Figure 1. Logic cells by family.
Drawn at 3 px/um.
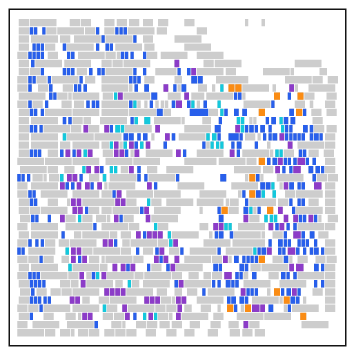
Figure 2. Pin placement.
Drawn at 3 px/um. Pins as bars across the die edge, other pins in gray.
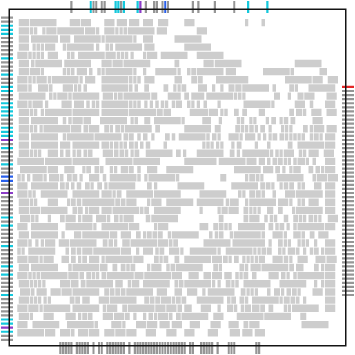
Figure 3. The metal 4 layer.
Drawn at 3 px/um.
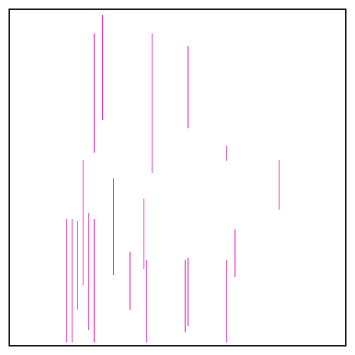
Figure 4. Wiring by layer.
Drawn at 2 px/um. Only two layers are drawn.
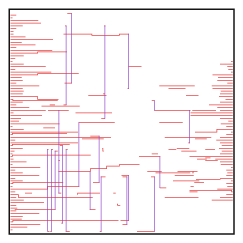
$ cat config.mk
export PLATFORM = sky130hd
export DESIGN_NAME = lsu_controller
export DESIGN_NICKNAME = d
export VERILOG_FILES = /design/src/rtl/lsu_controller.sv
export SDC_FILE = /design/constraint.sdc
export NUM_CORES = 1
export LEC_CHECK = 0
export ABC_AREA = 1
export CAP_MARGIN = 20
export CORE_MARGIN = 2
export CORE_UTILIZATION = 48
export CTS_CLUSTER_SIZE = 25
export DETAILED_ROUTE_END_ITERATION = 8
export PLACE_DENSITY = 0.86
export REMOVE_ABC_BUFFERS = 1
export SLEW_MARGIN = 20
export SYNTH_ARGS = -nofsm -noshare
export SYNTH_HDL_FRONTEND = slang
export SYNTH_SLANG_ARGS = --single-unit
$ cat constraint.sdc
create_clock -name clk -period 4 [get_ports clk]
set_input_delay 0.8 -clock clk [delete_from_list [all_inputs] [get_ports clk]]
set_output_delay 0.8 -clock clk [all_outputs]
set_load 0.03 [all_outputs]
$ cat src/rtl/lsu_controller.sv
// lsu_controller -- single-access load/store unit between a core and a word memory.
//
// Accepts one load or store per start pulse, checks access legality, drives a
// held word-aligned memory request with byte-lane enables and lane-replicated
// store data, and returns a one-cycle done pulse with an error flag. Loads are
// shifted down to the addressed byte/half and sign- or zero-extended into rdata.
//
// Ports:
//   clk, rst_n            clock, asynchronous active-low reset
//   start, is_store,      access request; is_store/funct3/addr/wdata are
//   funct3, addr, wdata   sampled with start while idle
//   busy                  high whenever an access is in flight
//   mem_req, mem_we,      memory request bundle, held and stable until
//   mem_addr, mem_be,     mem_ack or timeout
//   mem_wdata
//   mem_ack, mem_rdata    memory completion and read word
//   done, err             one-cycle completion pulse and its error flag
//   rdata                 extended load result, updated only on load ack
module lsu_controller #(
    parameter int MAX_WAIT = 15
) (
    input  logic        clk,
    input  logic        rst_n,
    input  logic        start,
    input  logic        is_store,
    input  logic [2:0]  funct3,
    input  logic [31:0] addr,
    input  logic [31:0] wdata,
    output logic        busy,
    output logic        mem_req,
    output logic        mem_we,
    output logic [31:0] mem_addr,
    output logic [3:0]  mem_be,
    output logic [31:0] mem_wdata,
    input  logic        mem_ack,
    input  logic [31:0] mem_rdata,
    output logic        done,
    output logic        err,
    output logic [31:0] rdata
);

    localparam int CW = (MAX_WAIT < 2) ? 1 : $clog2(MAX_WAIT);

    typedef enum logic [1:0] {S_IDLE, S_REQ, S_RESP} state_t;

    state_t        state;
    logic [CW-1:0] wait_cnt;
    logic [2:0]    f3_q;
    logic [1:0]    off_q;

    // Decode of the incoming request, only consumed in IDLE.
    logic        illegal;
    logic [3:0]  be_n;
    logic [31:0] wd_n;

    always_comb begin
        illegal = 1'b0;
        if (is_store)
            illegal = funct3[2] | (funct3[1:0] == 2'b11);
        else
            illegal = (funct3[1:0] == 2'b11) | (funct3 == 3'b110);
        // Halfword needs addr[0]=0, word needs addr[1:0]=0 (same rule for loads and stores).
        if (funct3[1:0] == 2'b01 && addr[0])
            illegal = 1'b1;
        if (funct3[1:0] == 2'b10 && addr[1:0] != 2'b00)
            illegal = 1'b1;

        be_n = 4'b1111;
        wd_n = wdata;
        if (is_store) begin
            case (funct3[1:0])
                2'b00: begin
                    be_n = 4'b0001 << addr[1:0];
                    wd_n = {4{wdata[7:0]}};
                end
                2'b01: begin
                    be_n = 4'b0011 << addr[1:0];
                    wd_n = {2{wdata[15:0]}};
                end
                default: begin
                    be_n = 4'b1111;
                    wd_n = wdata;
                end
            endcase
        end
    end

    // Load extraction from the acknowledged word.
    logic [31:0] shifted;
    logic [31:0] load_ext;

    always_comb begin
        shifted = mem_rdata >> {off_q, 3'b000};
        case (f3_q)
            3'b000:  load_ext = {{24{shifted[7]}}, shifted[7:0]};
            3'b001:  load_ext = {{16{shifted[15]}}, shifted[15:0]};
            3'b100:  load_ext = {24'h0, shifted[7:0]};
            3'b101:  load_ext = {16'h0, shifted[15:0]};
            default: load_ext = shifted;
        endcase
    end

    always_ff @(posedge clk or negedge rst_n) begin
        if (!rst_n) begin
            state     <= S_IDLE;
            busy      <= 1'b0;
            mem_req   <= 1'b0;
            mem_we    <= 1'b0;
            mem_addr  <= '0;
            mem_be    <= '0;
            mem_wdata <= '0;
            done      <= 1'b0;
            err       <= 1'b0;
            rdata     <= '0;
            wait_cnt  <= '0;
            f3_q      <= '0;
            off_q     <= '0;
        end else begin
            case (state)
                S_IDLE: begin
                    done <= 1'b0;
                    err  <= 1'b0;
                    if (start) begin
                        f3_q      <= funct3;
                        off_q     <= addr[1:0];
                        mem_we    <= is_store;
                        mem_addr  <= {addr[31:2], 2'b00};
                        mem_be    <= be_n;
                        mem_wdata <= wd_n;
                        wait_cnt  <= '0;
                        busy      <= 1'b1;
                        if (illegal) begin
                            // Rejected accesses never touch memory.
                            state <= S_RESP;
                            done  <= 1'b1;
                            err   <= 1'b1;
                        end else begin
                            state   <= S_REQ;
                            mem_req <= 1'b1;
                        end
                    end
                end
                S_REQ: begin
                    if (mem_ack) begin
                        state   <= S_RESP;
                        mem_req <= 1'b0;
                        done    <= 1'b1;
                        err     <= 1'b0;
                        if (!mem_we)
                            rdata <= load_ext;
                    end else if (wait_cnt == CW'(MAX_WAIT - 1)) begin
                        state   <= S_RESP;
                        mem_req <= 1'b0;
                        done    <= 1'b1;
                        err     <= 1'b1;
                    end else begin
                        wait_cnt <= wait_cnt + CW'(1);
                    end
                end
                S_RESP: begin
                    state <= S_IDLE;
                    busy  <= 1'b0;
                    done  <= 1'b0;
                    err   <= 1'b0;
                end
                default: begin
                    state   <= S_IDLE;
                    busy    <= 1'b0;
                    mem_req <= 1'b0;
                    done    <= 1'b0;
                    err     <= 1'b0;
                end
            endcase
        end
    end

endmodule

==> changes_impl.md <==
### Metrics

* Outcome: finished, final reports clean
* Avg Inst Size Synth at just under 8 sq um
* Final period util at 58.8%
* Yosys chip area at 5560 sq um
* Dpl ws at 1290 ps
* Clk root buf: clkbuf_16
* Post-synthesis xor/xnor area fraction at less than 1%
* # rows at 39
* Final ANT Viol Nets at 0
* Grt total ovfl at 0
* # Taps at 143
* Critical path's slowest cell: nand2_1
* Seq pwr at 2090 uW
* Core area at around 11000 sq um
* Main logic family: simple AND/OR/NAND/NOR gates
* Setup TNS at 0 ps
* Fmax at 425 MHz
* Mux share at 0%
* Logic pwr share at 49.0%
* CP startpoint: is_store
* Clk tree area frac at around 7.5%
* Crit path kind: input port to flip-flop
* # hold bufs at CTS at 0
* Combinational Gates at 502
* Max-slew violations at 0
* Chip Area at 12500 sq um
* Post-synthesis sequential area ratio at 51.3%
* Iteration-0 DRC Markers at 518
About Figure 1:
blue -> NAND gates  # cells 303, where widely spread
purple -> inverting AOI/OAI gates  # cells 114
orange -> AND and OR gates  # cells 17
cyan -> NOR gates  # cells 54
combinational fraction of the cell area: 27.3%
highest-count logic cell in the final layout: nand2_1
Finished Layout Cells: 1056

About Figure 2:
red -> rst_n  # pins 1, direction input, edge east
purple -> mem_be  # pins 4, direction output, edge 3 west, 1 north
cyan -> mem_addr  # pins 32, direction output, edge 25 west, 7 north
blue -> funct3  # pins 3, direction input, edge 2 west, 1 north
all pins by edge = 80 west, 53 south, 52 east, 24 north
# port buffers: 206
die width: 112 um
Die Ht: 112 um

About Figure 3:
main direction = vertical
share of all routed wire = 3.6%
total number of vias: 5421
Post-Route WL: 16.7 mm

About Figure 4:
purple -> metal 4  # wire length 591 um
red -> metal 3  # wire length 1800 um
Total Routing Usage GR: 27.9%
DR WL/cell: 15.8 um

flip-flops by register name, summed over array words and instances, names as in the netlist:
signal     flops
err            1
wait_cnt       4
rdata         32
busy           1
state          2
f3_q           3
mem_be         4
mem_req        1
mem_addr      30
off_q          2
mem_we         1
done           1
mem_wdata     32
cell usage in the layout (no fill, tap or decap):
cell / Yosys / layout
clkdlybuf4s50_1: 0 / 205
a31o_2: 1 / 1
nand3_1: 45 / 45
o211ai_1: 8 / 8
ha_1: 2 / 2
o21ai_0: 45 / 45
nand3_2: 1 / 1
clkinv_4: 0 / 3
nand4_1: 1 / 1
nand3_4: 1 / 1
nand2_1: 251 / 251
buf_4: 4 / 6
nand2_2: 4 / 4
conb_1: 1 / 2
a21oi_1: 58 / 58
buf_12: 0 / 1
o21a_1: 8 / 8
o22ai_1: 1 / 1
nor2_2: 1 / 1
o21ai_1: 2 / 2
dfrtp_1: 114 / 114
clkbuf_16: 0 / 17
inv_6: 1 / 1
nor2_1: 51 / 51
clkinv_2: 0 / 2
xor2_1: 1 / 1
inv_1: 48 / 48
or2_1: 12 / 12
clkbuf_1: 3 / 2
nor3_1: 2 / 2
or2_0: 5 / 5
clkinvlp_4: 0 / 4
inv_2: 4 / 4
bufinv_16: 0 / 4
cell usage after synthesis, drive strengths merged:
master / number / area [sq um]
a31o: 1 / 8.76
buf: 36 / 253
nor2: 52 / 198
nor3: 2 / 10.0
conb: 1 / 3.75
o21ai: 47 / 235
o211ai: 8 / 60.1
nand2: 255 / 967
a21oi: 58 / 290
inv: 53 / 204
clkbuf: 4 / 16.3
o22ai: 1 / 6.26
o21a: 8 / 60.1
or2: 17 / 106
ha: 2 / 25.0
xor2: 1 / 8.76
nand4: 1 / 6.26
nand3: 47 / 253
dfrtp: 114 / 2850
Power is estimated from default activity; no workload was simulated.
